===== src/rtl/square_iterate.sv =====
// -----------------------------------------------------------------------------
// square_iterate
//
// Iterative squarer for the unpacked half-precision field format shared with
// the sqrt iteration stage. Takes a sign / 11-bit mantissa / signed 7-bit
// exponent plus special flags, computes x*x with a shift-add multiplier
// (one step per mantissa bit) and returns the result in the same format.
//
// Ports:
//   clk, rst          clock, asynchronous active-high reset
//   enable            synchronous run enable; low clears all state
//   n_valid           input fields valid, accepted only when idle
//   is_nan_in         input is NaN
//   is_pinf_in        input is +inf
//   is_ninf_in        input is -inf
//   is_num            input is a legal number
//   sign_in           input sign (a square is always positive)
//   mant_in[10:0]     bit10 integer bit, bits 9:0 fraction
//   exp_in[6:0]       signed exponent; -15 zero/subnormal, 16 special
//   it_valid          operation in flight, or result cycle
//   result            one-cycle pulse, output fields valid
//   sign_out          result sign
//   exp_out[6:0]      result exponent, signed
//   mant_out[10:0]    result mantissa
//   is_nan_out        result is NaN
//   is_pinf_out       result is +inf
//   is_ninf_out       always 0
// -----------------------------------------------------------------------------
module square_iterate #(
  parameter int ITER_MAX = 11
) (
  input  logic        clk,
  input  logic        rst,
  input  logic        enable,
  input  logic        n_valid,
  input  logic        is_nan_in,
  input  logic        is_pinf_in,
  input  logic        is_ninf_in,
  input  logic        is_num,
  input  logic        sign_in,
  input  logic [10:0] mant_in,
  input  logic [6:0]  exp_in,
  output logic        it_valid,
  output logic        result,
  output logic        sign_out,
  output logic [6:0]  exp_out,
  output logic [10:0] mant_out,
  output logic        is_nan_out,
  output logic        is_pinf_out,
  output logic        is_ninf_out
);

  localparam int MW = 11;          // mantissa width
  localparam int PW = 2 * MW;      // product width
  localparam int CW = $clog2(ITER_MAX + 1);

  localparam logic [6:0]    EXP_ZERO    = 7'h71;  // -15
  localparam logic [6:0]    EXP_SPECIAL = 7'h10;  // +16
  localparam logic [MW-1:0] MANT_ONE    = 11'h400;

  typedef enum logic {
    S_IDLE,
    S_RUN
  } state_t;

  typedef enum logic [1:0] {
    K_NAN,
    K_INF,
    K_ZERO,
    K_NUM
  } kind_t;

  typedef struct packed {
    logic          sign;
    logic [6:0]    exp;
    logic [MW-1:0] mant;
    logic          nan;
    logic          pinf;
  } fields_t;

  // Fixed encodings for the three non-numeric result classes.
  function automatic fields_t special_fields(input kind_t k);
    fields_t f;
    f = '0;
    case (k)
      K_NAN: begin
        f.sign = 1'b1;
        f.exp  = EXP_SPECIAL;
        f.mant = MANT_ONE;
        f.nan  = 1'b1;
      end
      K_INF: begin
        f.exp  = EXP_SPECIAL;
        f.pinf = 1'b1;
      end
      default: begin
        f.exp  = EXP_ZERO;
      end
    endcase
    return f;
  endfunction

  // ---------------------------------------------------------------------------
  // State
  // ---------------------------------------------------------------------------
  state_t               state_reg,     state_next;
  logic [CW-1:0]        count_reg,     count_next;
  logic [PW-1:0]        mcand_reg,     mcand_next;
  logic [MW-1:0]        mplier_reg,    mplier_next;
  logic [PW-1:0]        prod_reg,      prod_next;
  logic signed [7:0]    exp2_reg,      exp2_next;
  logic                 pend_reg,      pend_next;
  kind_t                pend_kind_reg, pend_kind_next;
  fields_t              out_reg,       out_next;
  logic                 result_reg,    result_next;
  logic                 it_valid_reg,  it_valid_next;

  // The sign never reaches the output: a square is always positive.
  logic unused_sign;
  assign unused_sign = sign_in;

  // ---------------------------------------------------------------------------
  // Input classification (priority NaN > INF > ZERO > NUM)
  // ---------------------------------------------------------------------------
  kind_t in_kind;

  always_comb begin
    in_kind = K_NUM;
    if (is_nan_in || !is_num) begin
      in_kind = K_NAN;
    end else if (is_pinf_in || is_ninf_in) begin
      in_kind = K_INF;
    end else if (exp_in == EXP_ZERO) begin
      // Subnormals share this exponent; their squares underflow anyway.
      in_kind = K_ZERO;
    end
  end

  logic accept;
  assign accept = enable && n_valid && (state_reg == S_IDLE);

  // ---------------------------------------------------------------------------
  // Shift-add datapath
  // ---------------------------------------------------------------------------
  // mcand_reg is shifted left once per step, so it always holds the
  // multiplicand pre-shifted by the current iteration index.
  logic [PW-1:0]     addend;
  logic [PW-1:0]     prod_sum;
  logic              final_iter;
  logic signed [7:0] e_norm;
  logic [MW-1:0]     mant_norm;
  fields_t           num_fields;

  assign addend     = mplier_reg[0] ? mcand_reg : '0;
  assign prod_sum   = prod_reg + addend;
  assign final_iter = (state_reg == S_RUN) && (count_reg == CW'(1));

  // Normalise the completed product P/2^20 in [1,4) and range-check the
  // exponent in 8-bit signed so nothing wraps before the comparison.
  always_comb begin
    if (prod_sum[PW-1]) begin
      mant_norm = prod_sum[PW-1 -: MW];
      e_norm    = exp2_reg + 8'sd1;
    end else begin
      mant_norm = prod_sum[PW-2 -: MW];
      e_norm    = exp2_reg;
    end

    if (e_norm > 8'sd15) begin
      num_fields = special_fields(K_INF);
    end else if (e_norm < -8'sd14) begin
      num_fields = special_fields(K_ZERO);
    end else begin
      num_fields      = '0;
      num_fields.exp  = e_norm[6:0];
      num_fields.mant = mant_norm;
    end
  end

  // ---------------------------------------------------------------------------
  // Next-state logic
  // ---------------------------------------------------------------------------
  always_comb begin
    state_next     = state_reg;
    count_next     = count_reg;
    mcand_next     = mcand_reg;
    mplier_next    = mplier_reg;
    prod_next      = prod_reg;
    exp2_next      = exp2_reg;
    pend_next      = 1'b0;
    pend_kind_next = pend_kind_reg;
    out_next       = out_reg;
    result_next    = 1'b0;
    it_valid_next  = 1'b0;

    if (!enable) begin
      // Abort everything, including an in-flight multiply.
      state_next     = S_IDLE;
      count_next     = '0;
      mcand_next     = '0;
      mplier_next    = '0;
      prod_next      = '0;
      exp2_next      = '0;
      pend_kind_next = K_NAN;
      out_next       = '0;
    end else begin
      case (state_reg)
        S_IDLE: begin
          if (accept && (in_kind == K_NUM)) begin
            state_next  = S_RUN;
            count_next  = CW'(ITER_MAX);
            mcand_next  = PW'(mant_in);
            mplier_next = mant_in;
            prod_next   = '0;
            exp2_next   = {exp_in, 1'b0};
          end
        end
        S_RUN: begin
          prod_next   = prod_sum;
          mcand_next  = mcand_reg << 1;
          mplier_next = mplier_reg >> 1;
          count_next  = count_reg - CW'(1);
          if (final_iter) begin
            state_next  = S_IDLE;
            out_next    = num_fields;
            result_next = 1'b1;
          end
        end
        default: begin
          state_next = S_IDLE;
        end
      endcase

      // Special classes are answered one edge after acceptance, without
      // ever entering the multiply loop.
      if (accept && (in_kind != K_NUM)) begin
        pend_next      = 1'b1;
        pend_kind_next = in_kind;
      end

      // A pending special and a finishing multiply are mutually exclusive:
      // a special is only accepted while idle and leaves the unit idle.
      if (pend_reg) begin
        out_next    = special_fields(pend_kind_reg);
        result_next = 1'b1;
      end

      it_valid_next = (accept && (in_kind == K_NUM)) ||
                      (state_reg == S_RUN) || pend_reg;
    end
  end

  // ---------------------------------------------------------------------------
  // Registers
  // ---------------------------------------------------------------------------
  always_ff @(posedge clk or posedge rst) begin
    if (rst) begin
      state_reg     <= S_IDLE;
      count_reg     <= '0;
      mcand_reg     <= '0;
      mplier_reg    <= '0;
      prod_reg      <= '0;
      exp2_reg      <= '0;
      pend_reg      <= 1'b0;
      pend_kind_reg <= K_NAN;
      out_reg       <= '0;
      result_reg    <= 1'b0;
      it_valid_reg  <= 1'b0;
    end else begin
      state_reg     <= state_next;
      count_reg     <= count_next;
      mcand_reg     <= mcand_next;
      mplier_reg    <= mplier_next;
      prod_reg      <= prod_next;
      exp2_reg      <= exp2_next;
      pend_reg      <= pend_next;
      pend_kind_reg <= pend_kind_next;
      out_reg       <= out_next;
      result_reg    <= result_next;
      it_valid_reg  <= it_valid_next;
    end
  end

  assign it_valid    = it_valid_reg;
  assign result      = result_reg;
  assign sign_out    = out_reg.sign;
  assign exp_out     = out_reg.exp;
  assign mant_out    = out_reg.mant;
  assign is_nan_out  = out_reg.nan;
  assign is_pinf_out = out_reg.pinf;
  assign is_ninf_out = 1'b0;

endmodule


===== config.mk =====
export PLATFORM = sky130hd
export DESIGN_NAME = square_iterate
export DESIGN_NICKNAME = d
export VERILOG_FILES = /design/src/rtl/square_iterate.sv
export SDC_FILE = /design/constraint.sdc
export NUM_CORES = 1
export LEC_CHECK = 0
export CELL_PAD_IN_SITES_DETAIL_PLACEMENT = 1
export CELL_PAD_IN_SITES_GLOBAL_PLACEMENT = 1
export CORE_ASPECT_RATIO = 1.4
export CORE_UTILIZATION = 45
export CTS_CLUSTER_DIAMETER = 80
export DETAILED_ROUTE_END_ITERATION = 16
export GPL_TIMING_DRIVEN = 0
export PLACE_DENSITY = 0.86
export SETUP_SLACK_MARGIN = 0.4
export SKIP_CTS_REPAIR_TIMING = 1
export SLEW_MARGIN = 20
export SYNTH_ARGS = -nofsm -noshare
export SYNTH_HDL_FRONTEND = slang
export SYNTH_SLANG_ARGS = --single-unit

===== constraint.sdc =====
create_clock -name clk -period 3.99 [get_ports clk]
set_input_delay 0.399 -clock clk [delete_from_list [all_inputs] [get_ports clk]]
set_output_delay 0.399 -clock clk [all_outputs]
set_load 0.01 [all_outputs]

==> results.txt <==
largest net degree at the start of global routing = 75
Dominant Register Cell = dfrtp_1
CP Launch Type = flop
Clock Tree Root = clkbuf_16
synth cell count leaders = 92 x dfrtp_1, 56 x nand2_1, 50 x a21oi_1, 41 x o21ai_0, 39 x mux2i_1
vias in the first global route = 4706
Syn Std Cell Area = 5145 sq um
Nets at Floorplan = 583
async set or reset register ratio after synthesis = 100.0%
Reg power frac = 46.6%
outcome = completed
Worst Path Required = 4200 ps
Net Switching = 490.4 uW
initial antenna violation count = 0
overall die height = 128.5 um
sw frac = 23.83%
most area-hungry cell type in the Yosys netlist = dfrtp_1
aggregate global routing overflow = 0
Worst Skew = 8.761 ps
Die ar. = 11870 sq um
CTS H-tree lvls = 3
GPL Wtd Cong = 0.9016
CTS tree = done
row cnt = 45
Clk pwr share = 46.0%
number of buffers created by CTS = 9
max_cap viols = 0
Area Overhead vs Synth = 20.36%
Max Transition Viols Final = 0
leakage power total = 0.002967 uW
initial DRC count = 215
GR Util met3 = 3.487%
yosys cell count = 532
I/O pin count = 51
router iterations before antenna repair = 5
vias = 4368
clk sink count = 92
Post-synth EDFFs = 0
maximum vdd ir drop = 0.2536 mV
Worst-Margin Slew = 714.0 ps
chip width = 92.37 um
drt wl/cell = 19.63 um
Post-Syn Instances = 532
Critical Path Sink Type = flop
Placed Cells = 722
Latency at later pin = 350 ps
PortBufs = 48
GR Util met1 = 28.00%
Yosys top cell by instances = dfrtp_1
Max-slew headroom = 52.40%
Tmin final = 3449 ps
crit path max fanout = 10
core area = 10980 sq um
RSZ-0062 raised after global routing = yes
share of layout cells above drive strength 1 = 6.010%
hold crit path type = input pin to asynchronous set/reset pin
hpwl dp = 10460 um
crit path DAT = 3650 ps
Post-synth seq share = 44.75%
antenna cells = 0
fp util = 46.86%
Synth area leaders = dfrtp_1 45%, mux2i_1 7.6%, ha_1 5.6%
total wire length = 14530 um
Final setup violation count = 0
tool warnings = 29
Top-area cell share = 44.75%
Setup CP Type = flop to flop
synthesized area per cell = 9.671 sq um
Final Net Count = 645
first-pass GRT wire length = 23450 um
Yosys Chip Area = 5145 sq um
Fmax = 0.2900 GHz
distinct lib cells = 55
GRT busiest layer = met2
final hold vios = 0
CTS max path bufs = 2
Flops after synth = 92
Reg clk slew, reported paths = 70 ps
Pint = 1568 uW
final routed DRC violation total = 0
Tcrit/Tclk final = 86.44%
drt via density = 5.903
Post-DRT Antenna Nets = 0
Total Power = 2058 uW
PwrDens = 332.3 nW/um^2
Syn. warnings = 0
post-route insts no fill = 740
Combinational Power Share = 7.4%
kinds of logic after synthesis:
| group | count (synthesis) | synth area share (%) |
|---|---|---|
| AOI/OAI and AO/OA | 176 | 21.84 |
| xor gates and xnor gates | 17 | 2.894 |
| adders and majority gates | 24 | 5.983 |
| buffers and inverters | 40 | 3.210 |
| DFF | 92 | 44.75 |
| muxes | 39 | 7.587 |
| other | 1 | 0.07289 |
| and+or+nand+nor | 143 | 13.67 |
cell usage in the layout, fill, tap and decap left out, drive strengths merged, types with 3 or more instances in the layout:
cell type      netlist  routed
a21o                 7       7
and3                 5       5
a211oi               5       5
ha                  23      23
and2                23      23
dfrtp               92      92
mux2i               39      39
nor2b               10      10
o22ai                4       4
nor2                23      23
o21bai               3       3
nand2b               3       3
inv                 11      13
nand2               57      57
nand4                3       3
xor2                 8       8
clkbuf              22      32
clkdlybuf4s50        0      48
a21oi               50      50
a22o                27      27
nor3                 5       5
o21ai               54      54
xnor2                9       9
a31oi                6       6
o31ai                4       4
nand3                5       5
buf                  6       9
power by group through the flow:
stage	sequential (uW)	clock [uW]	combinational, uW
3_5_place_dp	977	0	151
6_report	960	947	151
3_3_place_gp	977	0	140
4_1_cts	960	954	153
5_1_grt	961	994	167
2_1_floorplan	976	0	76.0
final timing paths:
path | from | end | slack (ps) | cells past startpoint
worst max-delay path | mplier_reg[0] | mant_out[1] | 540 | 12
worst min-delay path | rst | mant_out[5] | 370 | 2
worst max register to register | mplier_reg[0] | mant_out[1] | 540 | 12
worst min register to register | mant_out[3] | mant_out[3] | 490 | 2
max in group asynchronous | rst | mplier_reg[0] | 3000 | 3
min in group clk | mant_out[3] | mant_out[3] | 490 | 2
layer usage:
metal  up-vias  routed length [um]
met5         -                   0
li1       2035                   -
met2        89                7882
met1      2208                5772
met4         0                 527
met3        36                 344
cell type report:
class                           instances  area (sq um)
Timing Repair Buffer                   51         523.0
Tap cell                              141         176.4
Fill cell                            1248          4787
Clock buffer                           10         229.0
Sequential cell                        92          2302
Clock inverter                          6         96.34
Multi-Input combinational cell        400          2693
Buffer                                 28         122.6
Inverter                               12         50.05
metrics by stage:
step / area (sq um) / hold WS (ps) / setup slack [ps] / TNS (ps) / utilization (%)
after detailed placement: 5834 / 479.3 / 432.2 / 0 / 53.14
after floorplan: 5145 / 455.1 / 981.0 / 0 / -
final: 6192 / 366.1 / 541.1 / 0 / 56.40
after global placement: 5802 / 470.1 / -245.3 / -21620 / 52.84
after global routing: 6192 / 393.7 / 361.3 / 0 / 56.40
after CTS: 6160 / 382.6 / 402.0 / 0 / 56.10
critical path, stage by stage (launching register included):
cell and delay, ps:
dfrtp_1 460, clkbuf_2 200, and2_1 210, ha_1 370, a21oi_1 160, o21ai_0 190
a32oi_2 250, o31ai_2 170, a311o_1 420, a211oi_4 330, buf_6 220, mux2i_1 240
o21ai_1 90
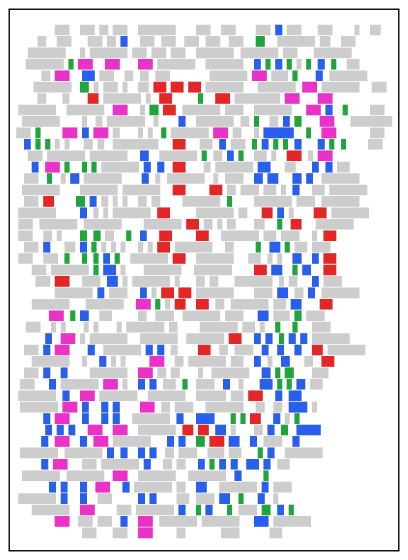
**Above:** gate-type map.
family	colour	cells	most used
NAND gates	green	68	nand2_1
inverting AOI/OAI gates	blue	135	a21oi_1
AND-OR and OR-AND gates	red	41	a22o_1
multiplexers	magenta	39	mux2i_1

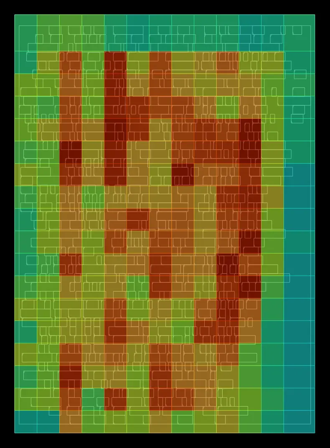
**Above:** routing congestion.
GRT Total Usage: 25.56%
met2 GRT Util: 47.84%
final core utilization: 56.40%

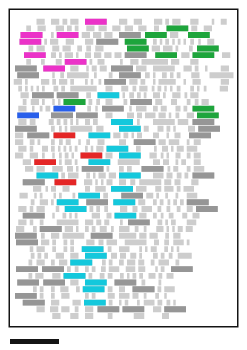
**Above:** sequential cells coloured by netlist name.
The bar under the picture is 20 um long. Other sequential cells in the stronger grey, the rest of the logic in the fainter grey.
name in the netlist	colour	flops
pend_kind_reg	blue	2
count_reg	red	4
mant_out	green	11
mcand_reg	cyan	22
exp2_reg	magenta	7
not coloured	46
register fraction of the total cell area: 37.18%
sequential power: 960 uW
FF+latch area: 2302 sq um

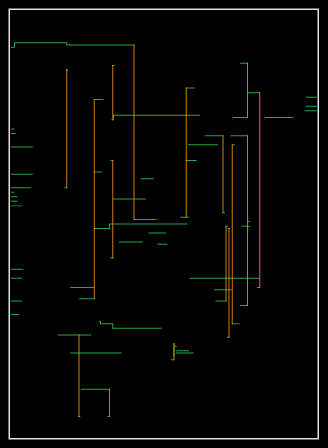
**Above:** signal wires by layer.
Two of the layers only.
layer	colour	wire length
metal 3	green	345 um
metal 4	orange	527 um

No activity file was given, so power comes from the tool's default toggle rates.
